File: src/rtl/debounce_pkg.sv
// Shared types and defaults for the debounce_pulse input-conditioning stage.
package debounce_pkg;

  // Stable levels and the two qualifying (counting) states between them.
  typedef enum logic [1:0] {
    S_LOW       = 2'd0,
    S_WAIT_HIGH = 2'd1,
    S_HIGH      = 2'd2,
    S_WAIT_LOW  = 2'd3
  } state_t;

  localparam int unsigned StableCyclesDefault = 1000;
  localparam int unsigned CntWDefault         = 16;

endpackage

File: src/rtl/sync_2ff.sv
// Two-stage synchroniser for a single asynchronous input bit.
module sync_2ff (
  input  logic clk,
  input  logic reset,
  input  logic d_async,
  output logic q_sync
);

  logic sync1_q;
  logic sync2_q;

  // Shift the raw input through two flops to settle metastability.
  always_ff @(posedge clk or negedge reset) begin
    if (!reset) begin
      sync1_q <= 1'b0;
      sync2_q <= 1'b0;
    end else begin
      sync1_q <= d_async;
      sync2_q <= sync1_q;
    end
  end

  assign q_sync = sync2_q;

endmodule

File: src/rtl/debounce_pulse.sv
// Debounces a raw bouncy input into a stable level plus one-cycle rise/fall strobes.
// A new level is accepted only after STABLE_CYCLES consecutive synchronised samples.
module debounce_pulse
  import debounce_pkg::*;
#(
  parameter int unsigned STABLE_CYCLES = StableCyclesDefault,
  parameter int unsigned CNT_W         = CntWDefault
) (
  input  logic clk,
  input  logic reset,
  input  logic din,
  output logic dout,
  output logic rise,
  output logic fall
);

  // Count value on which the final qualifying sample completes the transition.
  localparam logic [CNT_W-1:0] CntLast = CNT_W'(STABLE_CYCLES - 1);

  logic             sync2;
  state_t           state_q, state_d;
  logic [CNT_W-1:0] cnt_q, cnt_d;
  logic             rise_q, rise_d;
  logic             fall_q, fall_d;

  sync_2ff u_sync (
    .clk     (clk),
    .reset   (reset),
    .d_async (din),
    .q_sync  (sync2)
  );

  // Next-state, stability counter and strobe decode.
  always_comb begin
    state_d = state_q;
    cnt_d   = cnt_q;
    unique case (state_q)
      S_LOW: begin
        if (sync2) begin
          if (STABLE_CYCLES == 1) begin
            state_d = S_HIGH;
            cnt_d   = '0;
          end else begin
            state_d = S_WAIT_HIGH;
            cnt_d   = CNT_W'(1);
          end
        end else begin
          cnt_d = '0;
        end
      end
      S_WAIT_HIGH: begin
        if (!sync2) begin
          // Bounce: no partial credit, restart from the stable low state.
          state_d = S_LOW;
          cnt_d   = '0;
        end else if (cnt_q == CntLast) begin
          state_d = S_HIGH;
          cnt_d   = '0;
        end else begin
          cnt_d = cnt_q + 1'b1;
        end
      end
      S_HIGH: begin
        if (!sync2) begin
          if (STABLE_CYCLES == 1) begin
            state_d = S_LOW;
            cnt_d   = '0;
          end else begin
            state_d = S_WAIT_LOW;
            cnt_d   = CNT_W'(1);
          end
        end else begin
          cnt_d = '0;
        end
      end
      S_WAIT_LOW: begin
        if (sync2) begin
          state_d = S_HIGH;
          cnt_d   = '0;
        end else if (cnt_q == CntLast) begin
          state_d = S_LOW;
          cnt_d   = '0;
        end else begin
          cnt_d = cnt_q + 1'b1;
        end
      end
    endcase

    // Strobes only on real level changes, not on glitch returns to the same level.
    rise_d = (state_d == S_HIGH) && ((state_q == S_LOW) || (state_q == S_WAIT_HIGH));
    fall_d = (state_d == S_LOW)  && ((state_q == S_HIGH) || (state_q == S_WAIT_LOW));
  end

  // State, counter and strobe registers; reset kills any in-flight strobe.
  always_ff @(posedge clk or negedge reset) begin
    if (!reset) begin
      state_q <= S_LOW;
      cnt_q   <= '0;
      rise_q  <= 1'b0;
      fall_q  <= 1'b0;
    end else begin
      state_q <= state_d;
      cnt_q   <= cnt_d;
      rise_q  <= rise_d;
      fall_q  <= fall_d;
    end
  end

  assign dout = (state_q == S_HIGH) || (state_q == S_WAIT_LOW);
  assign rise = rise_q;
  assign fall = fall_q;

endmodule

File: config.mk
export PLATFORM = sky130hd
export DESIGN_NAME = debounce_pulse
export DESIGN_NICKNAME = d
export VERILOG_FILES = /design/src/rtl/debounce_pkg.sv /design/src/rtl/sync_2ff.sv /design/src/rtl/debounce_pulse.sv
export SDC_FILE = /design/constraint.sdc
export NUM_CORES = 1
export LEC_CHECK = 0
export CORE_UTILIZATION = 50
export DETAILED_ROUTE_END_ITERATION = 6
export HOLD_SLACK_MARGIN = 0.1
export PLACE_DENSITY_LB_ADDON = 0.3
export SLEW_MARGIN = 10
export SYNTH_ARGS = -nofsm -noshare
export SYNTH_HDL_FRONTEND = slang
export SYNTH_HIERARCHICAL = 1
export SYNTH_SLANG_ARGS = --single-unit
File: constraint.sdc
create_clock -name clk -period 3.3 [get_ports clk]
set_input_delay 0.66 -clock clk [delete_from_list [all_inputs] [get_ports clk]]
set_output_delay 0.66 -clock clk [all_outputs]
set_load 0.05 [all_outputs]
Clock nets:
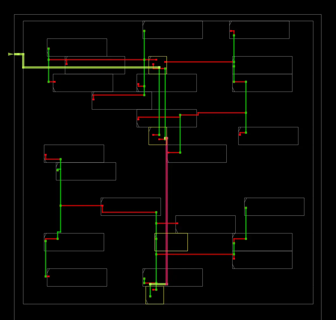
Late-Pin Clk Latency: 310 ps
CTS Sinks: 22
Flop Count: 22
Clock buffer cells: 4

Wiring by layer:
Scale: 12 px per um. Two of the layers only.
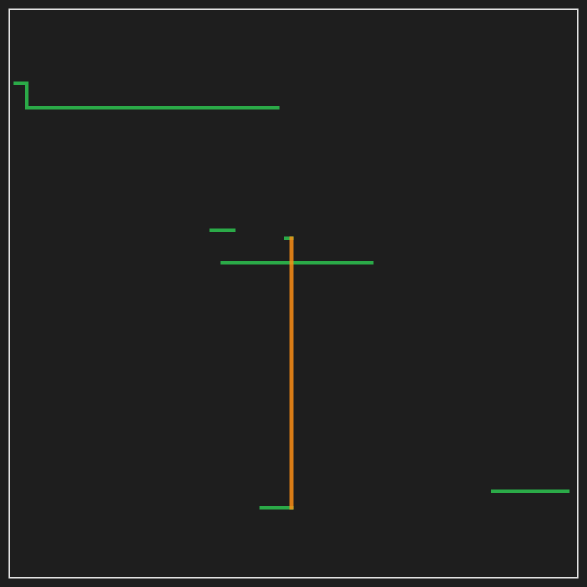
layer	colour	wire length
metal 4	orange	22.4 um
metal 3	green	47.1 um
Routed WL: 1680 um
GRT Overall Usage: 0.195
wire length per cell: 13.1 um
DR vias: 694

Wires at chosen ports, followed through buffers:
Scale: 8 px per um.
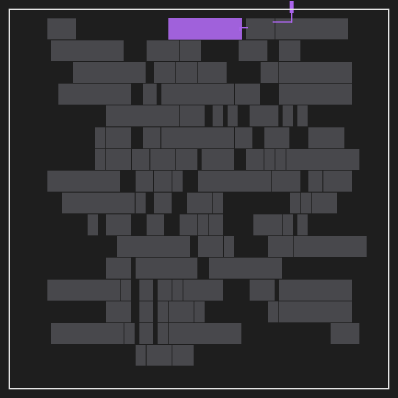
port	colour	direction	edge	end cells	buffers	wire
`fall`	purple	output	north	1	1	4.80 um
Buffers on Ports: 5
io pins: 6

A small window of the routed layout:
Region (25, 25) to (45, 45) um. Cells in grey, sequential cells in the stronger grey; small squares are vias.
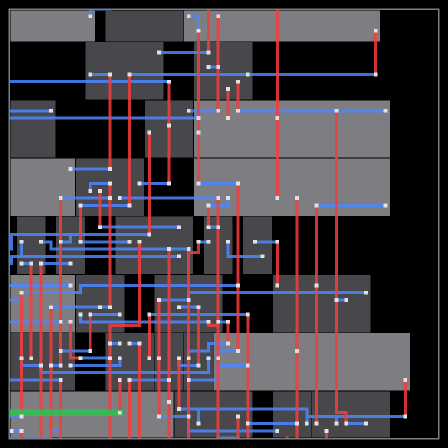
layer	colour
metal 1	blue
metal 3	green
metal 2	red
sequential cells in the window	5
most frequent	dfrtp_1 (5), nor2_1 (3), clkdlybuf4s50_1 (3)
cells with their middle in the window	26
netlist names of flops here include	`cnt_q` (4), `state_q` (1)

Signal wires on met2:
Scale: 8 px per um. Cells faint in the background.
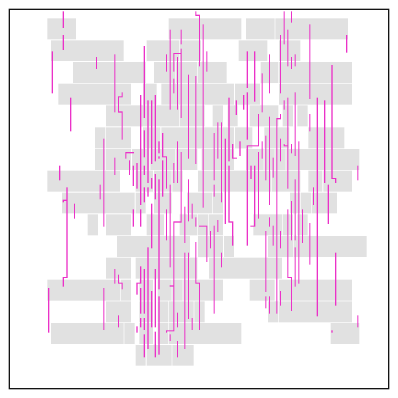
wire length on this layer	802 um
longest straight run	27.2 um
share of all routed wire	48%
routing usage on met2: 0.274

==> impl_metrics.py <==
# Physical implementation metrics
metrics = {
    "status": {
        "outcome": "complete, no violations",
    },
    "min_path": {
        "min_from": "u_sync/sync1_q",
        "hold_class": "reg -> reg",
    },
    "global_routing": {
        "grt_first_pass_wirelength_um": 2960,
        "antenna_found_initial": 0,
    },
    "synthesis": {
        "ys.flop_type": "dfrtp_1",
        "synth.most_common_cell": "dfrtp_1",
        "syn_nets": 99,
        "ys.flops": 22,
        "synth_seq_share": 0.538,
        "synth_warnings": 6,
        "logic_family": "simple AND/OR/NAND/NOR gates",
        "synth-adder-area-share": 0.0122,
        "synth_cell_types": 23,
        "synth_top_area_share": 0.538,
    },
    "finish": {
        "fin_area_mm2": 0.00112,
        "largestClassByArea": "flip-flops and latches",
        "fillCellCount": 181,
        "clock_cell_area_share": 0.0323,
        "final_cells": 128,
        "antenna_cells": 0,
        "buffer_area_frac": 0.0445,
    },
    "clock_network": {
        "htreeDepth": 1,
        "cts_setup_buffers": 0,
        "post_cts_resized": 0,
        "clockBufferDepth": 2,
        "cts_root_buf": "clkbuf_4",
        "cts_hold_buf": 0,
    },
    "worst_setup_path": {
        "rr_worst_depth": 5,
        "critPathKind": "reg -> out",
        "path_max_fanout": 5,
        "crit_required_ps": 2640,
        "cpMaxStageDelayCell": "clkdlybuf4s50_1",
        "crit_family": "buffers and inverters",
        "cp_cell_sequence": "clkdlybuf4s50_1",
    },
    "placement": {
        "place_area_mm2": 0.00109,
        "post-place-ws_ps": 1420,
    },
    "floorplan": {
        "die_area_mm2": 0.00223,
        "die-width_um": 47.2,
        "core_area_mm2": 0.00194,
        "rows": 16,
    },
    "drt": {
        "drcViolationCount": 0,
        "vias_per_cell": 5.42,
        "drtIter0Drc": 19,
        "ant_nets": 0,
    },
    "sta": {
        "skew_ps": 7.80,
        "worst_pin_slew_ps": 954,
        "timing.final.crit_share": 0.678,
        "relSlewSlack": 0.362,
    },
    "power_and_ir_drop": {
        "max-vdd-ir-drop_mv": 0.269,
    },
}
-- routing by layer --
metal / wire, um / track usage / part of all wire
met2: 801 / 0.274 / 0.48
met1: 807 / 0.272 / 0.48
met4: 22 / 0.120 / 0.013
met5: 0 / 0 / 0
met3: 47 / 0.0423 / 0.028
-- report_power, final --
part	internal [mW]	switching, mW
sequential	0.273	0.00283
combinational	0.00544	0.0100
clock	0.0674	0.0816
total	0.346	0.0945
-- logic make-up (layout without fill, tap and decap cells) --
family	count (synthesis)	after routing
compound gates	2	2
xor+xnor	15	15
fa+ha+maj	1	1
buf+inv	6	12
flops	22	22
mux	1	1
simple gates	48	48
-- sequential cells by signal, indices dropped and copies added, names as in the netlist --
signal and flops:
u_sync/sync1_q 1, rise 1, cnt_q 16, state_q 2, u_sync/q_sync 1, fall 1
